File: config.mk
export PLATFORM = sky130hd
export DESIGN_NAME = serial_word_deserializer_flat
export DESIGN_NICKNAME = d
export VERILOG_FILES = /design/src/rtl/serial_word_deserializer_pkg.sv /design/src/rtl/serial_word_deserializer_if.sv /design/src/rtl/serial_word_deserializer_shift_core.sv /design/src/rtl/serial_word_deserializer.sv /design/src/flat_wrapper.sv
export SDC_FILE = /design/constraint.sdc
export NUM_CORES = 1
export LEC_CHECK = 0
export ABC_AREA = 1
export CORE_MARGIN = 2
export CORE_UTILIZATION = 52
export CTS_CLUSTER_SIZE = 14
export DETAILED_ROUTE_END_ITERATION = 7
export DONT_BUFFER_PORTS = 1
export HOLD_SLACK_MARGIN = 0.03
export PLACE_DENSITY_LB_ADDON = 0.2
export SETUP_SLACK_MARGIN = 0.1
export SLEW_MARGIN = 15
export SYNTH_ARGS = -nofsm -noshare
export SYNTH_HDL_FRONTEND = slang
export SYNTH_SLANG_ARGS = --single-unit
File: constraint.sdc
create_clock -name clk -period 1.1 [get_ports clk]
set_input_delay 0.165 -clock clk [delete_from_list [all_inputs] [get_ports clk]]
set_output_delay 0.165 -clock clk [all_outputs]
set_load 0.005 [all_outputs]
File: src/rtl/serial_word_deserializer_pkg.sv
// Shared types and constants for the serial word deserializer.
package deser_pkg;
    typedef enum logic [0:0] {IDLE = 1'b0, SHIFT = 1'b1} deser_state_t;

    localparam logic DIR_LSB_FIRST = 1'b0;
    localparam logic DIR_MSB_FIRST = 1'b1;
endpackage

File: src/rtl/serial_word_deserializer_if.sv
// Serial input, parallel output and error-flag bundle for the deserializer.
interface serial_word_deserializer_if #(
    parameter int WIDTH = 4
);
    logic             ser_in;
    logic             ser_valid;
    logic             ser_start;
    logic             msb_first;
    logic [WIDTH-1:0] p_out;
    logic             out_valid;
    logic             out_ready;
    logic             overrun;
    logic             frame_err;
    logic             err_clr;

    modport slave (
        input  ser_in, ser_valid, ser_start, msb_first, out_ready, err_clr,
        output p_out, out_valid, overrun, frame_err
    );

    modport master (
        output ser_in, ser_valid, ser_start, msb_first, out_ready, err_clr,
        input  p_out, out_valid, overrun, frame_err
    );
endinterface

File: src/rtl/serial_word_deserializer_shift_core.sv
// Shift register, bit counter and latched bit order; flags the bit that completes a word.
module deser_shift_core
    import deser_pkg::*;
#(
    parameter int WIDTH = 4,
    localparam int CNT_W = $clog2(WIDTH + 1)
) (
    input  logic             clk,
    input  logic             clear_n,
    input  logic             load,
    input  logic             shift_en,
    input  logic             ser_in,
    input  logic             msb_first,
    output logic             word_done,
    output logic [WIDTH-1:0] word
);
    logic [WIDTH-1:0] sh;
    logic [CNT_W-1:0] cnt;
    logic             dir_q;
    logic             last_pos;

    // Widen by one bit so the shift works for WIDTH=1 without empty slices.
    function automatic logic [WIDTH-1:0] shift_in(input logic [WIDTH-1:0] cur,
                                                  input logic b, input logic dir);
        logic [WIDTH:0] t;
        if (dir == DIR_MSB_FIRST) begin
            t = {cur, b};
            return t[WIDTH-1:0];
        end else begin
            t = {b, cur};
            return t[WIDTH:1];
        end
    endfunction

    assign last_pos  = (cnt == CNT_W'(WIDTH - 1));
    assign word      = load ? shift_in('0, ser_in, msb_first) : shift_in(sh, ser_in, dir_q);
    assign word_done = load ? (WIDTH == 1) : (shift_en && last_pos);

    always_ff @(posedge clk or negedge clear_n) begin
        if (!clear_n) begin
            sh    <= '0;
            cnt   <= '0;
            dir_q <= DIR_LSB_FIRST;
        end else if (load) begin
            sh    <= word;
            cnt   <= (WIDTH == 1) ? '0 : CNT_W'(1);
            dir_q <= msb_first;
        end else if (shift_en) begin
            sh    <= word;
            cnt   <= last_pos ? '0 : cnt + CNT_W'(1);
        end
    end
endmodule

File: src/rtl/serial_word_deserializer.sv
// Serial-to-parallel word receiver: framing FSM, one-word output register, sticky error flags.
module serial_word_deserializer
    import deser_pkg::*;
#(
    parameter int WIDTH = 4
) (
    input  logic clk,
    input  logic clear_n,
    serial_word_deserializer_if.slave bus
);
    localparam logic [0:0] ST_IDLE  = 1'(IDLE);
    localparam logic [0:0] ST_SHIFT = 1'(SHIFT);

    logic [0:0]       state;
    logic             load, shift_en, word_done;
    logic [WIDTH-1:0] word;
    logic [WIDTH-1:0] p_out_q;
    logic             out_valid_q, overrun_q, frame_err_q;
    logic             accept, drop, resync;

    // A start bit always begins a new word, even in the middle of one.
    assign load     = bus.ser_valid & bus.ser_start;
    assign shift_en = bus.ser_valid & ~bus.ser_start & (state == ST_SHIFT);
    assign resync   = load & (state == ST_SHIFT);

    deser_shift_core #(.WIDTH(WIDTH)) u_core (
        .clk       (clk),
        .clear_n   (clear_n),
        .load      (load),
        .shift_en  (shift_en),
        .ser_in    (bus.ser_in),
        .msb_first (bus.msb_first),
        .word_done (word_done),
        .word      (word)
    );

    always_ff @(posedge clk or negedge clear_n) begin
        if (!clear_n)
            state <= ST_IDLE;
        else if (load)
            state <= (WIDTH == 1) ? ST_IDLE : ST_SHIFT;
        else if (word_done)
            state <= ST_IDLE;
    end

    // The output register frees up on the same edge it is read, so drain and fill can coincide.
    assign accept = word_done & (~out_valid_q | bus.out_ready);
    assign drop   = word_done & out_valid_q & ~bus.out_ready;

    always_ff @(posedge clk or negedge clear_n) begin
        if (!clear_n) begin
            p_out_q     <= '0;
            out_valid_q <= 1'b0;
        end else if (accept) begin
            p_out_q     <= word;
            out_valid_q <= 1'b1;
        end else if (out_valid_q && bus.out_ready) begin
            out_valid_q <= 1'b0;
        end
    end

    always_ff @(posedge clk or negedge clear_n) begin
        if (!clear_n) begin
            overrun_q   <= 1'b0;
            frame_err_q <= 1'b0;
        end else begin
            if (drop)             overrun_q   <= 1'b1;
            else if (bus.err_clr) overrun_q   <= 1'b0;
            if (resync)           frame_err_q <= 1'b1;
            else if (bus.err_clr) frame_err_q <= 1'b0;
        end
    end

    assign bus.p_out     = p_out_q;
    assign bus.out_valid = out_valid_q;
    assign bus.overrun   = overrun_q;
    assign bus.frame_err = frame_err_q;
endmodule

File: src/flat_wrapper.sv
// flat-port wrapper written by rule: the top's interface ports become plain ports
module serial_word_deserializer_flat import deser_pkg::*;
#(
    parameter int WIDTH = 4
)
  (clk, clear_n, bus_ser_in, bus_ser_valid, bus_ser_start, bus_msb_first, bus_out_ready, bus_err_clr, bus_p_out, bus_out_valid, bus_overrun, bus_frame_err);
  serial_word_deserializer_if #(.WIDTH(WIDTH)) bus_i ();
  input  logic clk;
  input  logic clear_n;
  input wire logic [$bits(bus_i.ser_in)-1:0] bus_ser_in;
  input wire logic [$bits(bus_i.ser_valid)-1:0] bus_ser_valid;
  input wire logic [$bits(bus_i.ser_start)-1:0] bus_ser_start;
  input wire logic [$bits(bus_i.msb_first)-1:0] bus_msb_first;
  input wire logic [$bits(bus_i.out_ready)-1:0] bus_out_ready;
  input wire logic [$bits(bus_i.err_clr)-1:0] bus_err_clr;
  output wire logic [$bits(bus_i.p_out)-1:0] bus_p_out;
  output wire logic [$bits(bus_i.out_valid)-1:0] bus_out_valid;
  output wire logic [$bits(bus_i.overrun)-1:0] bus_overrun;
  output wire logic [$bits(bus_i.frame_err)-1:0] bus_frame_err;
  assign bus_i.ser_in = bus_ser_in;
  assign bus_i.ser_valid = bus_ser_valid;
  assign bus_i.ser_start = bus_ser_start;
  assign bus_i.msb_first = bus_msb_first;
  assign bus_i.out_ready = bus_out_ready;
  assign bus_i.err_clr = bus_err_clr;
  assign bus_p_out = bus_i.p_out;
  assign bus_out_valid = bus_i.out_valid;
  assign bus_overrun = bus_i.overrun;
  assign bus_frame_err = bus_i.frame_err;
  serial_word_deserializer #(.WIDTH(WIDTH)) u_core (.clk(clk), .clear_n(clear_n), .bus(bus_i));
endmodule
Fig. 1: port wiring
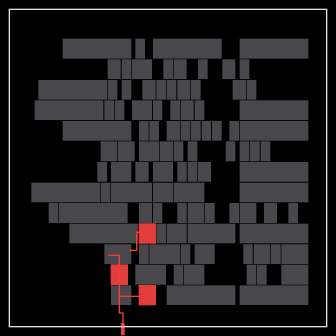
[red] `bus_ser_valid` | direction: input | edge: bottom | end cells: 3 | buffers: 1 | wire: 17.4 µm
# port buffers: 0
Top Ports: 15

Fig. 2: cell density map
8 x 8 tiles, from black (low) to pale yellow (high), 0 to 100% covered.
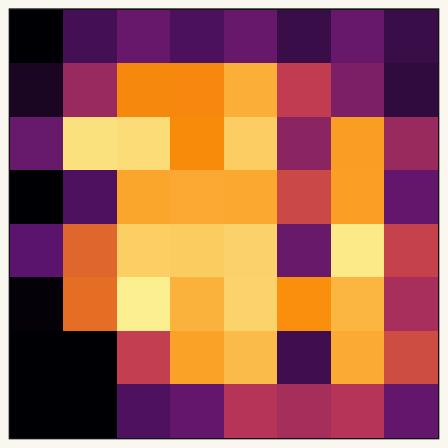
emptiest ninth of the die: lower left
densest ninth of the die: centre
mean over tiles: 49%
nearly empty tiles: 11%

Fig. 3: the metal 3 layer
The bar under the picture is 10 µm long.
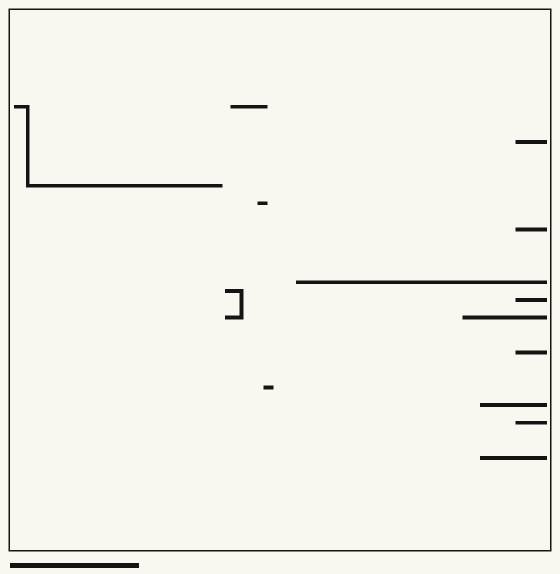
wire length on this layer: 74.9 µm
share of all routed wire: 5.8%

Fig. 4: placed standard cells
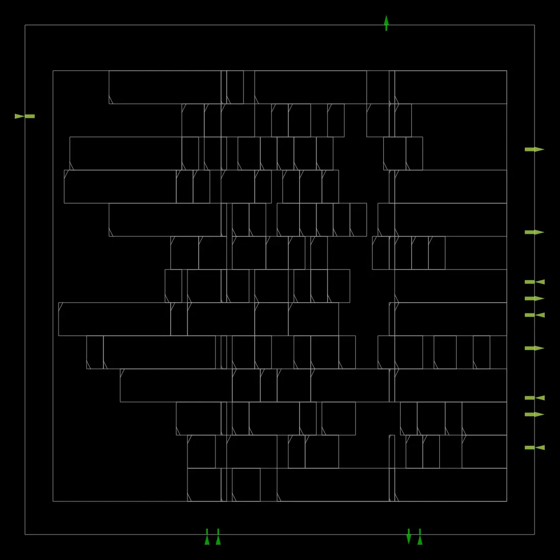
num rows: 13
Final Core Density: 0.670
Non-Filler Instances: 117

==> results_dict.tcl <==
# place-and-route summary
set metrics [dict create \
    drt_wl_total_mm 1.30 \
    grt_pass1_vias 496 \
    rr_worst_depth 7 \
    cp_top_family "simple AND/OR/NAND/NOR gates" \
    setup_viol 2 \
    pg_clk_w 0.000295 \
    buffer_area_frac 0.0766 \
    die_height_um 41.8 \
    drive_gt1_frac 0.216 \
    critPathLaunchType "flip-flop" \
    dpl_cell_area_um2 783 \
    numCtsBuffers 3 \
    seq_cell_power_w 0.000835 \
    lay_top_cells "33 x nand2_1, 16 x dfrtp_1, 11 x inv_1" \
    p_seq_frac 0.532 \
    slew_violations 0 \
    slowest_stage "dfrtp_1" \
    finalCriticalPeriod_ns 1.12 \
    violations "setup timing" \
    netSwitchingFraction 0.330 \
    ys.warnings.count 0 \
    syn_area_um2 744 \
    rr_startpoint "u_core.u_core.cnt[0]$_DFFE_PN0P_" \
    fp.coreArea_um2 1320 \
    criticalPathCategory "flip-flop to flip-flop" \
    fin_crit_sh 1.02 \
    drv_cap 0 \
    holdPathStages 3 \
    end_kind "flip-flop" \
    ys_cells 91 \
    power.leakage_nw 0.462 \
    power_w 0.00157 \
    nFillCells 92 \
    sh_seq_area 0.454 \
    combPwrFrac 0.280 \
    logic_family "simple AND/OR/NAND/NOR gates" \
    ys_sh_mux 0 \
    dp_hpwl_um 927 \
    max_freq_ghz 0.893 \
    slew_headroom 0.525 \
    clock_sinks 16 \
    dieWidth_um 41.8 \
    cts-resized-gates 2 \
    dieArea_um2 1750 \
    cts_tree "built" \
    p_comb_w 0.000440 \
    pwr-share-clk 0.188 \
    crit_path_max_incr_delay_ns 0.37 \
    hold_ws_ns 0.0771 \
    final.setup.worst_slack_ns -0.0200 \
    tightest_slew_ns 0.710 \
    hold_violations 0 \
    r2r_slack_ns -0.02 \
    max-vdd-ir-drop_v 0.000867 \
    clkbuf_count 3 \
    avgSynthCellArea_um2 8.18 \
    clkCellAreaFrac 0.0255 \
    syn-num-nets 100 \
    cts_max_level 1 \
    rsz0062_at_grt "true" \
    finalClockSkew_ns 0.00622 \
    lay_top_count "nand2_1" \
    seq_cells 16 \
    taps 15 \
    intPower_w 0.00105 \
    p_switching_w 0.000517 \
    place_inst 107 \
    crit_top_cell "nand2_1" \
    required_ns 1.32 \
    min_path_type "input port to flip-flop" \
    adder_share 0.0168 \
    drtIter0Drc 9 \
    design_area_um2 882 \
    synthCells 91 \
    warnings 29 \
    status "complete, but fails checks" \
    power_density_nw_per_um2 1780 \
    startpoint "u_core.u_core.cnt[0]$_DFFE_PN0P_" \
    flop_area_um2 400 \
    ys_seq_share 0.538 \
    avgViaCountPerCell 4.91 \
]
[Yosys cell counts (all sizes together)]
cell,number
dfrtp,16
nor2,4
inv,14
a21oi,1
nand3b,1
o21ai,7
nand3,6
ha,1
nand2,39
a31oi,1
o22ai,1
[state kept, by name (all words and copies together), names as in the netlist]
signal                cells
u_core.state              1
u_core.bus.overrun        1
u_core.u_core.dir_q       1
u_core.bus.frame_err      1
u_core.u_core.cnt         3
u_core.bus.out_valid      1
u_core.u_core.sh          4
u_core.bus.p_out          4
[per-layer routing]
layer	routed length, µm	track usage	up-vias
li1	-	-	308
met1	656	0.231	247
met2	541	0.216	16
met3	74	0.0565	3
met4	21	0.0581	0
met5	0	0	-
[cell families after synthesis]
kind of cell | after synthesis
simple gates | 50
compound gates | 10
buf+inv | 14
fa+ha+maj | 1
flops | 16
Power is estimated from default activity; no workload was simulated.
